<file path="src/rtl/fcpu_pkg.sv">
// Shared processor-wide widths and the common data bus entry layout.
package fcpu_pkg;

    localparam int RSV_ID_W = 4;
    localparam int DATA_W   = 16;
    localparam int CDB_W    = RSV_ID_W + DATA_W;

    typedef struct packed {
        logic [RSV_ID_W-1:0] rsv_id;
        logic [DATA_W-1:0]   data;
    } cdb_entry_t;

endpackage

</file>
<file path="src/rtl/cdb_arb_slot.sv">
// Two-entry FIFO buffering one functional unit's results ahead of CDB arbitration.
module cdb_arb_slot
    import fcpu_pkg::*;
(
    input  logic       clk,
    input  logic       rst,
    input  logic       push,
    input  cdb_entry_t push_data,
    input  logic       pop,
    output cdb_entry_t head_data,
    output logic       not_empty,
    output logic       ready
);

    cdb_entry_t mem [2];
    logic [1:0] count;
    logic [1:0] count_next;
    logic       rd_ptr;
    logic       wr_ptr;

    assign count_next = count + {1'b0, push} - {1'b0, pop};
    assign head_data  = mem[rd_ptr];
    assign not_empty  = (count != 2'd0);

    always_ff @(posedge clk) begin
        if (rst) begin
            count  <= 2'd0;
            rd_ptr <= 1'b0;
            wr_ptr <= 1'b0;
            ready  <= 1'b0;
        end else begin
            count  <= count_next;
            // ready reflects occupancy after this edge, so a full slot is never pushed
            ready  <= (count_next != 2'd2);
            if (push) wr_ptr <= ~wr_ptr;
            if (pop)  rd_ptr <= ~rd_ptr;
        end
    end

    // NOTE: storage has no reset; count alone decides validity, so stale entries are never read out.
    always_ff @(posedge clk) begin
        if (push) mem[wr_ptr] <= push_data;
    end

endmodule

</file>
<file path="src/rtl/cdb_arbiter.sv">
// Round-robin arbiter sharing one common data bus among N_SOURCES functional units,
// each buffered by a two-entry slot; winner is registered onto the bus next cycle.
module cdb_arbiter
    import fcpu_pkg::*;
#(
    parameter int N_SOURCES = 4
) (
    input  logic                       clk,
    input  logic                       rst,
    input  logic [N_SOURCES*CDB_W-1:0] i_cdb,
    input  logic [N_SOURCES-1:0]       i_valid,
    output logic [N_SOURCES-1:0]       i_ready,
    output logic [CDB_W-1:0]           cdb,
    output logic                       cdb_valid,
    output logic [N_SOURCES-1:0]       o_grant
);

    localparam int PTR_W = $clog2(N_SOURCES);

    cdb_entry_t           head_data [N_SOURCES];
    logic [N_SOURCES-1:0] not_empty;
    logic [N_SOURCES-1:0] push;
    logic [N_SOURCES-1:0] pop;
    logic [PTR_W-1:0]     ptr;
    logic [PTR_W-1:0]     gnt_idx;
    logic [PTR_W:0]       idx;
    logic                 found;

    assign push = i_valid & i_ready;

    for (genvar k = 0; k < N_SOURCES; k++) begin : g_slot
        cdb_arb_slot u_slot (
            .clk       (clk),
            .rst       (rst),
            .push      (push[k]),
            .push_data (i_cdb[k*CDB_W +: CDB_W]),
            .pop       (pop[k]),
            .head_data (head_data[k]),
            .not_empty (not_empty[k]),
            .ready     (i_ready[k])
        );
    end

    // NOTE: every variable gets a default first so this block cannot infer a latch.
    always_comb begin
        found   = 1'b0;
        gnt_idx = '0;
        idx     = '0;
        for (int i = 0; i < N_SOURCES; i++) begin
            idx = {1'b0, ptr} + (PTR_W+1)'(i);
            if (idx >= (PTR_W+1)'(N_SOURCES)) idx = idx - (PTR_W+1)'(N_SOURCES);
            if (!found && not_empty[idx[PTR_W-1:0]]) begin
                found   = 1'b1;
                gnt_idx = idx[PTR_W-1:0];
            end
        end
    end

    always_comb begin
        pop = '0;
        if (found) pop[gnt_idx] = 1'b1;
    end

    always_ff @(posedge clk) begin
        if (rst) begin
            ptr       <= '0;
            cdb       <= '0;
            cdb_valid <= 1'b0;
            o_grant   <= '0;
        end else begin
            cdb_valid <= found;
            o_grant   <= pop;
            if (found) begin
                cdb <= head_data[gnt_idx];
                ptr <= (gnt_idx == PTR_W'(N_SOURCES-1)) ? '0 : gnt_idx + 1'b1;
            end
        end
    end

endmodule

</file>
<file path="config.mk">
export PLATFORM = sky130hd
export DESIGN_NAME = cdb_arbiter
export DESIGN_NICKNAME = d
export VERILOG_FILES = /design/src/rtl/fcpu_pkg.sv /design/src/rtl/cdb_arb_slot.sv /design/src/rtl/cdb_arbiter.sv
export SDC_FILE = /design/constraint.sdc
export NUM_CORES = 1
export LEC_CHECK = 0
export CAP_MARGIN = 20
export CORE_ASPECT_RATIO = 1.1
export CORE_MARGIN = 8
export CORE_UTILIZATION = 59
export DETAILED_ROUTE_END_ITERATION = 8
export MAX_ROUTING_LAYER = met4
export PLACE_DENSITY = 0.92
export SLEW_MARGIN = 10
export SYNTH_ARGS = -nofsm -noshare
export SYNTH_HDL_FRONTEND = slang
export SYNTH_SLANG_ARGS = --single-unit
export TNS_END_PERCENT = 1
</file>
<file path="constraint.sdc">
create_clock -name clk -period 6.59 [get_ports clk]
set_clock_uncertainty 0.15 [all_clocks]
set_input_delay 1.318 -clock clk [delete_from_list [all_inputs] [get_ports clk]]
set_output_delay 1.318 -clock clk [all_outputs]
set_load 0.005 [all_outputs]
</file>
Run 1, pin map:
Pins as bars across the die edge, other pins in grey.
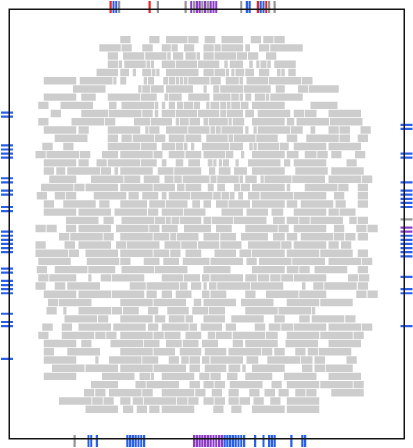
| port | colour | pins | direction | edge |
|---|---|---|---|---|
| `i_valid` | red | 4 | input | top |
| `i_cdb` | blue | 80 | input | 28 left, 26 bottom, 20 right, 6 top |
| `cdb` | purple | 20 | output | 11 bottom, 7 top, 2 right |
all pins by edge: 38 bottom, 28 left, 26 top, 23 right
port bufs: 114
Chip Height: 142 microns

Run 1, routed clock nets over the placement:
The bar under the picture is 50 microns long.
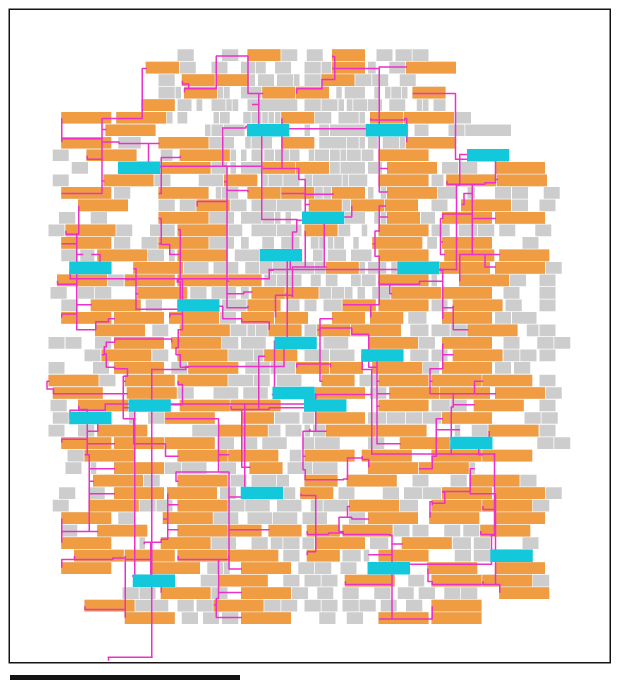
[flip-flops] orange | count: 211
[clock-net drivers] cyan | count: 20
[clock wires] magenta | length: 2160 microns
routed clock nets: 21
Insertion Delay late pin: 0.48 ns
Clk pwr share: 0.228
Clock Power: 1.09 mW

==> out/qor.csv, run 1 <==
stage;metric;value;unit
global_route;grt_antenna_before_repair;0;
clocking;clk_pin_slew;0.06;ns
worst_setup_path;cp-endpoint;g_slot[3].u_slot.ready;
layout;areaGrowthSynthToFinish;23.5;%
die;core;14200;sq um
worst_setup_path;crit_path_max_incr_delay;0.59;ns
detailed_routing;wl_met2;9000;microns
logic_synthesis;ys_sh_xor;0.0134;
worst_setup_path;crit_required;6.85;ns
logic_synthesis;synthArstFlopShare;0;
layout;top_register;g_slot.u_slot.mem;
timing;fmax;298;MHz
placed_design;dp_cells;796;
layout;layout-drive-gt1-share;0.161;
timing;hold_viol;0;
layout;design_area;10500;sq um
logic_synthesis;edf_count;160;
layout;sh_seq_area;0.556;
clocking;cts_buffer_depth;3;
global_route;grt_overflow_total;0;
logic_synthesis;syn_area;8480;sq um
layout;final_cell_mix;edfxtp_1, clkdlybuf4s50_1, mux2i_1;
global_route;busiest_layer;met2;
layout;nFillCells;856;
layout;comb-cell-share;0.234;
timing;min_period_over_period;0.509;
logic_synthesis;aoi_share;0.0696;
detailed_routing;wl_met1;7330;microns
clocking;cts_tree;built;
layout;final-clk-cell-share;0.0598;
clocking;cts_buffers;20;
global_route;met3_usage;0.0297;
power_and_ir_drop;p_comb;1.84;mW
power_and_ir_drop;peakVddDrop;0.312;mV
power_and_ir_drop;combPwrFrac;0.383;
clocking;clock_sinks;211;
timing;tightest_slew;0.960;ns
detailed_routing;viasPerCell;5.63;
timing;setup_viol;0;
die;rows;46;
worst_setup_path;timing.rr.end;g_slot[3].u_slot.ready;
layout;flops;211;
layout;largest_reg_flops;160;
timing;finalWorstSetupSlack;3.24;ns
layout;nMultiInputCombCells;258;
global_route;first_global_vias;4990;
layout;antenna_cells;0;
die;fp_util;0.597;
die;chipArea;18500;sq um
layout;inv_count;14;
power_and_ir_drop;p_leak;3.69;nW
clocking;cts_root_buf;clkbuf_16;
layout;bufAreaShareNonClock;0.122;
layout;fin_nets;726;
logic_synthesis;ys_top_cells_by_count;edfxtp_1, mux2i_1, dfxtp_1;
logic_synthesis;yosys_cells;512;
timing;post-route-min-period;3.35;ns
worst_setup_path;rr_startpoint;g_slot[0].u_slot.count[1];
logic_synthesis;ys_area;8480;sq um
die;nWellTaps;192;
worst_hold_path;hold_path_depth;2;
power_and_ir_drop;seq_cell_power;1.86;mW
layout;top_regs;g_slot.u_slot.mem: 160 flops, cdb: 20 flops, g_slot.u_slot.count: 8 flops;
worst_setup_path;cp_max_fo;49;
worst_setup_path;startpoint;g_slot[0].u_slot.count[1];
worst_setup_path;arrival;3.62;ns
worst_hold_path;min_path_type;flip-flop to flip-flop;
job;max-cap-violations;0;
worst_setup_path;cp_cell_sequence;o21bai_1 > a21oi_1 > a31oi_4 > buf_4 > ha_1 > and2_1 > ha_1 > inv_1 > ha_1 > xor2_1 > xnor2_1 > nor2_1 > nor2_1;
logic_synthesis;synth.distinct_cells;39;
worst_setup_path;critPathKind;flip-flop to flip-flop;
layout;buffers;126;
die;ios;115;
power_and_ir_drop;swShare;0.326;
detailed_routing;post_drt_wl_per_cell;21.3;microns
layout;lay_top_count;edfxtp_1;
worst_hold_path;holdPathEnd;g_slot[0].u_slot.rd_ptr;
logic_synthesis;synth_area_per_cell;16.6;sq um
detailed_routing;highest_layer;met4;
logic_synthesis;flop_cell;edfxtp_1;
worst_setup_path;crit_path_end_kind;flip-flop;
logic_synthesis;yosys.area_share.adder;0.0133;
placed_design;placed_area;9770;sq um
logic_synthesis;netlist.area_leader.share;0.567;
layout;n_clock_buffer;31;
logic_synthesis;yosys_warnings;0;
power_and_ir_drop;p_switching;1.56;mW
logic_synthesis;ys_seq_frac;0.687;
timing;tns;0;ns
power_and_ir_drop;pwr-share-seq;0.388;
worst_setup_path;cpLargestDelayFamily;adder cells;
placed_design;dp_slack;3.29;ns
placed_design;gp_congestion;0.841;
timing;rsz0062_at_grt;no;
logic_synthesis;syn-num-nets;607;
layout;fin_util;0.737;
detailed_routing;postRouteAntennaNets;0;
power_and_ir_drop;p_int;3.23;mW
worst_setup_path;r2r_slack;3.24;ns
worst_hold_path;hold_start;g_slot[0].u_slot.rd_ptr;
global_route;grt_pass1_wl;27500;microns
detailed_routing;drc_errors;0;
power_and_ir_drop;fin_total_pwr;4.79;mW
worst_setup_path;cp_common_cell;ha_1;
logic_synthesis;synth_flops;211;
global_route;met2_usage;0.334;
detailed_routing;drtIter0Drc;460;
layout;comb_area;2450;sq um
power_and_ir_drop;power_density;458;nW/um^2
logic_synthesis;syn_inst;512;
clocking;post_cts_buffers;0;
layout;area.sequential;5830;sq um
power_and_ir_drop;maxPowerGroup;registers;
logic_synthesis;area_leaders;edfxtp_1, dfxtp_1, mux2i_1;
die;die_width;130;microns
status;status;finished, final reports clean;
Run 1, signal wires by layer:
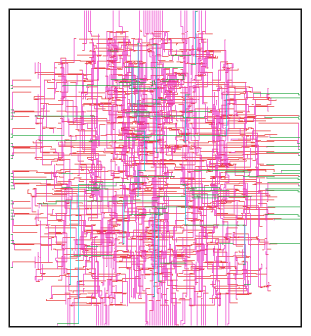
| layer | colour | wire length |
|---|---|---|
| M4 | cyan | 420 microns |
| M2 | magenta | 9000 microns |
| M3 | green | 1080 microns |
| M1 | red | 7330 microns |
gr usage total: 0.199
WL final: 17800 microns
via count: 4713

Run 1, placement by cell class:
Fill, decap, tap and diode cells in grey.
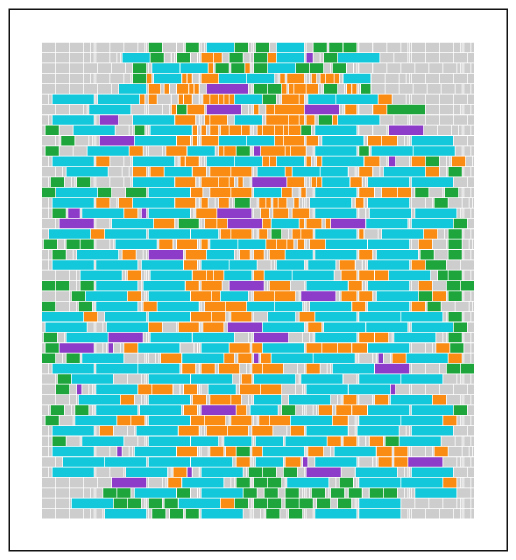
| class | colour | cells | share of their area |
|---|---|---|---|
| registers | cyan | 211 | 57% |
| remaining buffers and delay cells | green | 126 | 12% |
| remaining logic cells | orange | 272 | 24% |
| clock drivers and dummy loads | purple | 36 | 6.1% |

Run 1, cell placement:
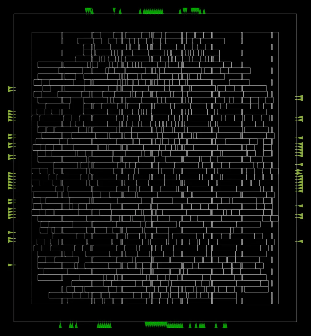

==> inputs of run 2 (changes only) <==
Settings changed: CORE_UTILIZATION 59 to 55, PLACE_DENSITY 0.92 to 0.87.
Clock period 6.59 ns to 3.35 ns, I/O delays scaled along.
Run 2, cell placement:
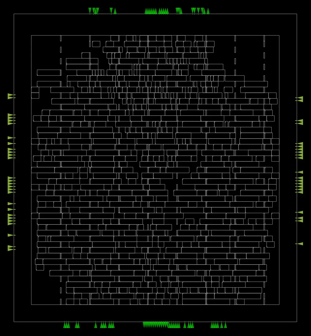
Core Region: 15100 sq um
# fillers: 1010

==> out/qor.csv, run 2 <==
stage;metric;value;unit;change
status;status;finished, final reports clean;;
layout;final-clk-cell-share;0.0631;;+0.00322
power_and_ir_drop;swShare;0.320;;-0.00567
detailed_routing;wl_met2;9050;microns;+0.54%
placed_design;placed_area;9840;sq um;+0.74%
logic_synthesis;flop_cell;edfxtp_1;;
logic_synthesis;synth.distinct_cells;39;;unchanged
worst_setup_path;crit_required;3.56;ns;-3.29 ns
clocking;cts_buffer_depth;3;;unchanged
worst_setup_path;rr_startpoint;g_slot[0].u_slot.count[1];;
logic_synthesis;aoi_share;0.0696;;unchanged
layout;final_cell_mix;edfxtp_1, clkdlybuf4s50_1, mux2i_1;;
power_and_ir_drop;p_int;6.43;mW;+99%
logic_synthesis;yosys.area_share.adder;0.0133;;unchanged
layout;fin_nets;732;;+0.83%
global_route;met3_usage;0.0299;;+0.000201
layout;sh_seq_area;0.554;;-0.00212
layout;area.sequential;5830;sq um;unchanged
layout;largest_cell_class;sequential cells;;
logic_synthesis;ys_area;8480;sq um;unchanged
detailed_routing;wl;17500;microns;-2.0%
layout;comb-cell-share;0.233;;-0.000890
placed_design;gp_congestion;0.873;;+3.8%
power_and_ir_drop;p_switching;3.03;mW;+94%
global_route;met2_usage;0.309;;-0.0252
layout;fin_util;0.699;;-0.0384
global_route;grt_overflow_total;0;;unchanged
timing;min_period_over_period;0.875;;+0.366
clocking;clk_pin_slew;0.06;ns;about the same
layout;top_regs;g_slot.u_slot.mem: 160 flops, cdb: 20 flops, g_slot.u_slot.count: 8 flops;;
logic_synthesis;syn_inst;512;;unchanged
timing;setup_viol;0;;unchanged
job;max-cap-violations;0;;unchanged
die;die_width;134;microns;+3.1%
power_and_ir_drop;seq_cell_power;3.61;mW;+94%
die;ios;115;;unchanged
layout;areaGrowthSynthToFinish;24.0;%;
layout;buffers;131;;+4.0%
worst_setup_path;startpoint;g_slot[0].u_slot.count[1];;
worst_setup_path;cpLargestDelayFamily;AND-OR/OR-AND gates;;
worst_setup_path;arrival;3.14;ns;-0.48 ns
power_and_ir_drop;p_leak;3.72;nW;+0.96%
die;chipArea;19700;sq um;+6.4%
worst_setup_path;r2r_slack;0.42;ns;-2.82 ns
logic_synthesis;syn_area;8480;sq um;unchanged
worst_setup_path;critPathKind;flip-flop to flip-flop;;
die;fp_util;0.563;;-0.0332
logic_synthesis;edf_count;160;;unchanged
layout;comb_area;2450;sq um;unchanged
logic_synthesis;ys_seq_frac;0.687;;unchanged
die;die.size.y;146;microns;+3.2%
power_and_ir_drop;power_frac_clock;0.239;;+0.011
logic_synthesis;synthArstFlopShare;0;;unchanged
detailed_routing;drc_errors;0;;unchanged
clocking;post_cts_buffers;0;;unchanged
global_route;grt_antenna_before_repair;0;;unchanged
worst_hold_path;hold_start;g_slot[0].u_slot.rd_ptr;;
detailed_routing;post_drt_wl_per_cell;20.6;microns;-3.1%
layout;design_area;10500;sq um;+0.38%
clocking;cts_buffers;21;;+5.0%
logic_synthesis;yosys_warnings;0;;unchanged
global_route;busiest_layer;met2;;
power_and_ir_drop;fin_total_pwr;9.46;mW;+97%
timing;tns;0;ns;unchanged
power_and_ir_drop;power_density;899;nW/um^2;+97%
layout;top_register;g_slot.u_slot.mem;;
layout;inv_count;14;;unchanged
placed_design;dp_cells;809;;+1.6%
worst_setup_path;crit_path_end_kind;flip-flop;;
die;rows;47;;+2.2%
logic_synthesis;syn-num-nets;607;;unchanged
layout;layout-drive-gt1-share;0.171;;+0.00927
worst_setup_path;crit_path_max_incr_delay;0.35;ns;-0.24 ns
logic_synthesis;ys_top_cells_by_count;edfxtp_1, mux2i_1, dfxtp_1;;
worst_setup_path;cp_common_cell;ha_1;;
layout;lay_top_count;edfxtp_1;;
die;nWellTaps;196;;+2.1%
worst_setup_path;cp_cell_sequence;o21bai_1 > o311ai_2 > a22o_4 > inv_4 > ha_1 > and2_1 > ha_1 > inv_1 > ha_1 > xor2_1 > xnor2_1 > nor2_1 > nor2_1;;
layout;nMultiInputCombCells;258;;unchanged
global_route;grt_usage;0.179;;-0.0199
detailed_routing;viasPerCell;5.50;;-2.4%
layout;largest_reg_flops;160;;unchanged
worst_setup_path;cp_max_fo;27;;-45%
detailed_routing;postRouteAntennaNets;0;;unchanged
timing;post-route-min-period;2.93;ns;-0.423 ns
detailed_routing;route.vias.total;4655;;-1.2%
detailed_routing;highest_layer;met4;;
layout;bufAreaShareNonClock;0.121;;-0.000584
timing;rsz0062_at_grt;no;;
power_and_ir_drop;combPwrFrac;0.379;;-0.004
clocking;cts_root_buf;clkbuf_16;;
timing;tightest_slew;0.739;ns;-0.221 ns
placed_design;dp_slack;0.490;ns;-2.80 ns
logic_synthesis;netlist.area_leader.share;0.567;;unchanged
placed_design;port_buffers;114;;unchanged
worst_setup_path;timing.rr.end;g_slot[3].u_slot.ready;;
power_and_ir_drop;peakVddDrop;0.485;mV;+56%
logic_synthesis;yosys_cells;512;;unchanged
power_and_ir_drop;pg_clk;2.26;mW;+110%
clocking;clkLatencyLatePin;0.48;ns;about the same
global_route;first_global_vias;5017;;+0.54%
global_route;grt_pass1_wl;27100;microns;-1.8%
logic_synthesis;synth_area_per_cell;16.6;sq um;unchanged
detailed_routing;wl_met1;7260;microns;-1.0%
layout;antenna_cells;0;;unchanged
detailed_routing;drtIter0Drc;308;;-33%
clocking;cts_tree;built;;
clocking;clock_sinks;211;;unchanged
layout;n_clock_buffer;29;;-6.5%
logic_synthesis;area_leaders;edfxtp_1, dfxtp_1, mux2i_1;;
timing;fmax;341;MHz;+14%
timing;finalWorstSetupSlack;0.419;ns;-2.82 ns
Run 2, pin map:
Pins as bars across the die edge, other pins in grey.
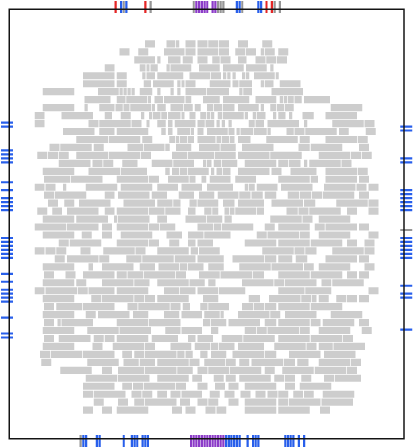

==> inputs of run 3 (changes only) <==
Settings changed: CORE_UTILIZATION 55 to 59, PLACE_DENSITY 0.87 to 0.92.
Clock period 3.35 ns to 3.79 ns, I/O delays scaled along.
Run 3, pin map:
Pins as bars across the die edge, other pins in grey.
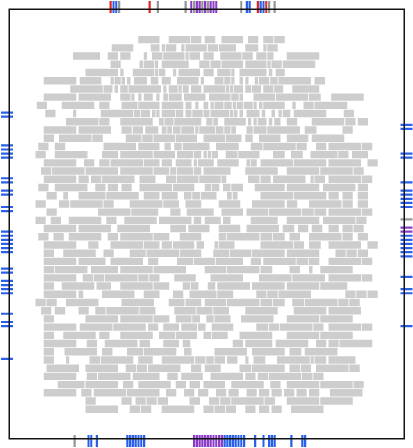
DIE WIDTH: 130 microns

==> out/qor.csv, run 3 <==
stage;metric;value;unit;change
layout;comb_area;2450;sq um;unchanged
clocking;cts_buffers;20;;-4.8%
die;core;14200;sq um;-5.6%
clocking;cts_root_buf;clkbuf_16;;
timing;fmax;332;MHz;-2.6%
layout;final_cell_mix;edfxtp_1, clkdlybuf4s50_1, mux2i_1;;
power_and_ir_drop;power_density;791;nW/um^2;-12%
timing;rsz0062_at_grt;no;;
logic_synthesis;syn_inst;512;;unchanged
logic_synthesis;flop_cell;edfxtp_1;;
global_route;met2_usage;0.338;;+0.0290
layout;top_register;g_slot.u_slot.mem;;
power_and_ir_drop;p_int;5.57;mW;-13%
layout;fin_util;0.736;;+0.0371
worst_setup_path;timing.rr.end;g_slot[3].u_slot.ready;;
logic_synthesis;area_leaders;edfxtp_1, dfxtp_1, mux2i_1;;
logic_synthesis;synth.distinct_cells;39;;unchanged
detailed_routing;wl;17800;microns;+1.8%
global_route;grt_antenna_before_repair;0;;unchanged
logic_synthesis;ys_area;8480;sq um;unchanged
worst_setup_path;startpoint;g_slot[0].u_slot.count[1];;
layout;lay_top_count;edfxtp_1;;
clocking;cts_buffer_depth;3;;unchanged
detailed_routing;highest_layer;met4;;
clocking;clkLatencyLatePin;0.48;ns;about the same
logic_synthesis;syn_area;8480;sq um;unchanged
worst_setup_path;rr_startpoint;g_slot[0].u_slot.count[1];;
timing;setup_viol;0;;unchanged
timing;tightest_slew;0.995;ns;+0.257 ns
layout;bufAreaShareNonClock;0.123;;+0.00116
layout;largest_cell_class;sequential cells;;
global_route;busiest_layer;met2;;
logic_synthesis;yosys_warnings;0;;unchanged
worst_setup_path;cpLargestDelayFamily;AND-OR/OR-AND gates;;
global_route;grt_pass1_wl;27400;microns;+1.4%
clocking;clk_pin_slew;0.06;ns;about the same
worst_setup_path;cp_max_fo;27;;unchanged
placed_design;dp_slack;0.893;ns;+0.403 ns
placed_design;port_buffers;114;;unchanged
worst_setup_path;crit_required;4.06;ns;+0.50 ns
detailed_routing;postRouteAntennaNets;0;;unchanged
timing;finalWorstSetupSlack;0.780;ns;+0.362 ns
layout;buffers;127;;-3.1%
global_route;grt_usage;0.200;;+0.0205
timing;min_period_over_period;0.794;;-0.0810
clocking;post_cts_buffers;0;;unchanged
die;fp_util;0.597;;+0.0332
placed_design;dp_cells;799;;-1.2%
timing;tns;0;ns;unchanged
layout;layout-drive-gt1-share;0.159;;-0.0111
power_and_ir_drop;p_leak;3.68;nW;-1.2%
worst_setup_path;crit_path_end_kind;flip-flop;;
logic_synthesis;edf_count;160;;unchanged
placed_design;placed_area;9810;sq um;-0.31%
power_and_ir_drop;power_frac_clock;0.223;;-0.016
detailed_routing;wl_met1;7320;microns;+0.92%
timing;post-route-min-period;3.01;ns;+0.0781 ns
layout;area.sequential;5830;sq um;unchanged
layout;design_area;10500;sq um;-0.56%
logic_synthesis;ys_seq_frac;0.687;;unchanged
logic_synthesis;yosys_cells;512;;unchanged
die;ios;115;;unchanged
layout;areaGrowthSynthToFinish;23.3;%;
layout;fin_nets;727;;-0.68%
layout;n_clock_buffer;33;;+14%
worst_setup_path;cp_common_cell;ha_1;;
worst_setup_path;crit_path_max_incr_delay;0.35;ns;about the same
clocking;cts_tree;built;;
logic_synthesis;ys_top_cells_by_count;edfxtp_1, mux2i_1, dfxtp_1;;
detailed_routing;drtIter0Drc;387;;+26%
logic_synthesis;netlist.area_leader.share;0.567;;unchanged
detailed_routing;viasPerCell;5.55;;+1.0%
power_and_ir_drop;pg_clk;1.85;mW;-18%
logic_synthesis;synth_area_per_cell;16.6;sq um;unchanged
logic_synthesis;syn-num-nets;607;;unchanged
die;nWellTaps;192;;-2.0%
power_and_ir_drop;seq_cell_power;3.23;mW;-11%
layout;comb-cell-share;0.234;;+0.00131
worst_setup_path;cp_cell_sequence;o21bai_1 > o311ai_2 > a22o_4 > inv_4 > ha_1 > and2_1 > ha_1 > inv_1 > ha_1 > xor2_1 > xnor2_1 > nor2_1 > nor2_1;;
detailed_routing;route.vias.total;4652;;-0.064%
job;max-cap-violations;0;;unchanged
layout;antenna_cells;0;;unchanged
status;status;finished, final reports clean;;
detailed_routing;post_drt_wl_per_cell;21.2;microns;+2.9%
logic_synthesis;synthArstFlopShare;0;;unchanged
die;rows;46;;-2.1%
die;chipArea;18500;sq um;-6.0%
clocking;clock_sinks;211;;unchanged
logic_synthesis;aoi_share;0.0696;;unchanged
layout;largest_reg_flops;160;;unchanged
layout;sh_seq_area;0.557;;+0.00311
layout;nMultiInputCombCells;258;;unchanged
power_and_ir_drop;fin_total_pwr;8.27;mW;-13%
layout;nFillCells;891;;-12%
Power figures rest on the tool's default switching activity, not on a simulated workload.
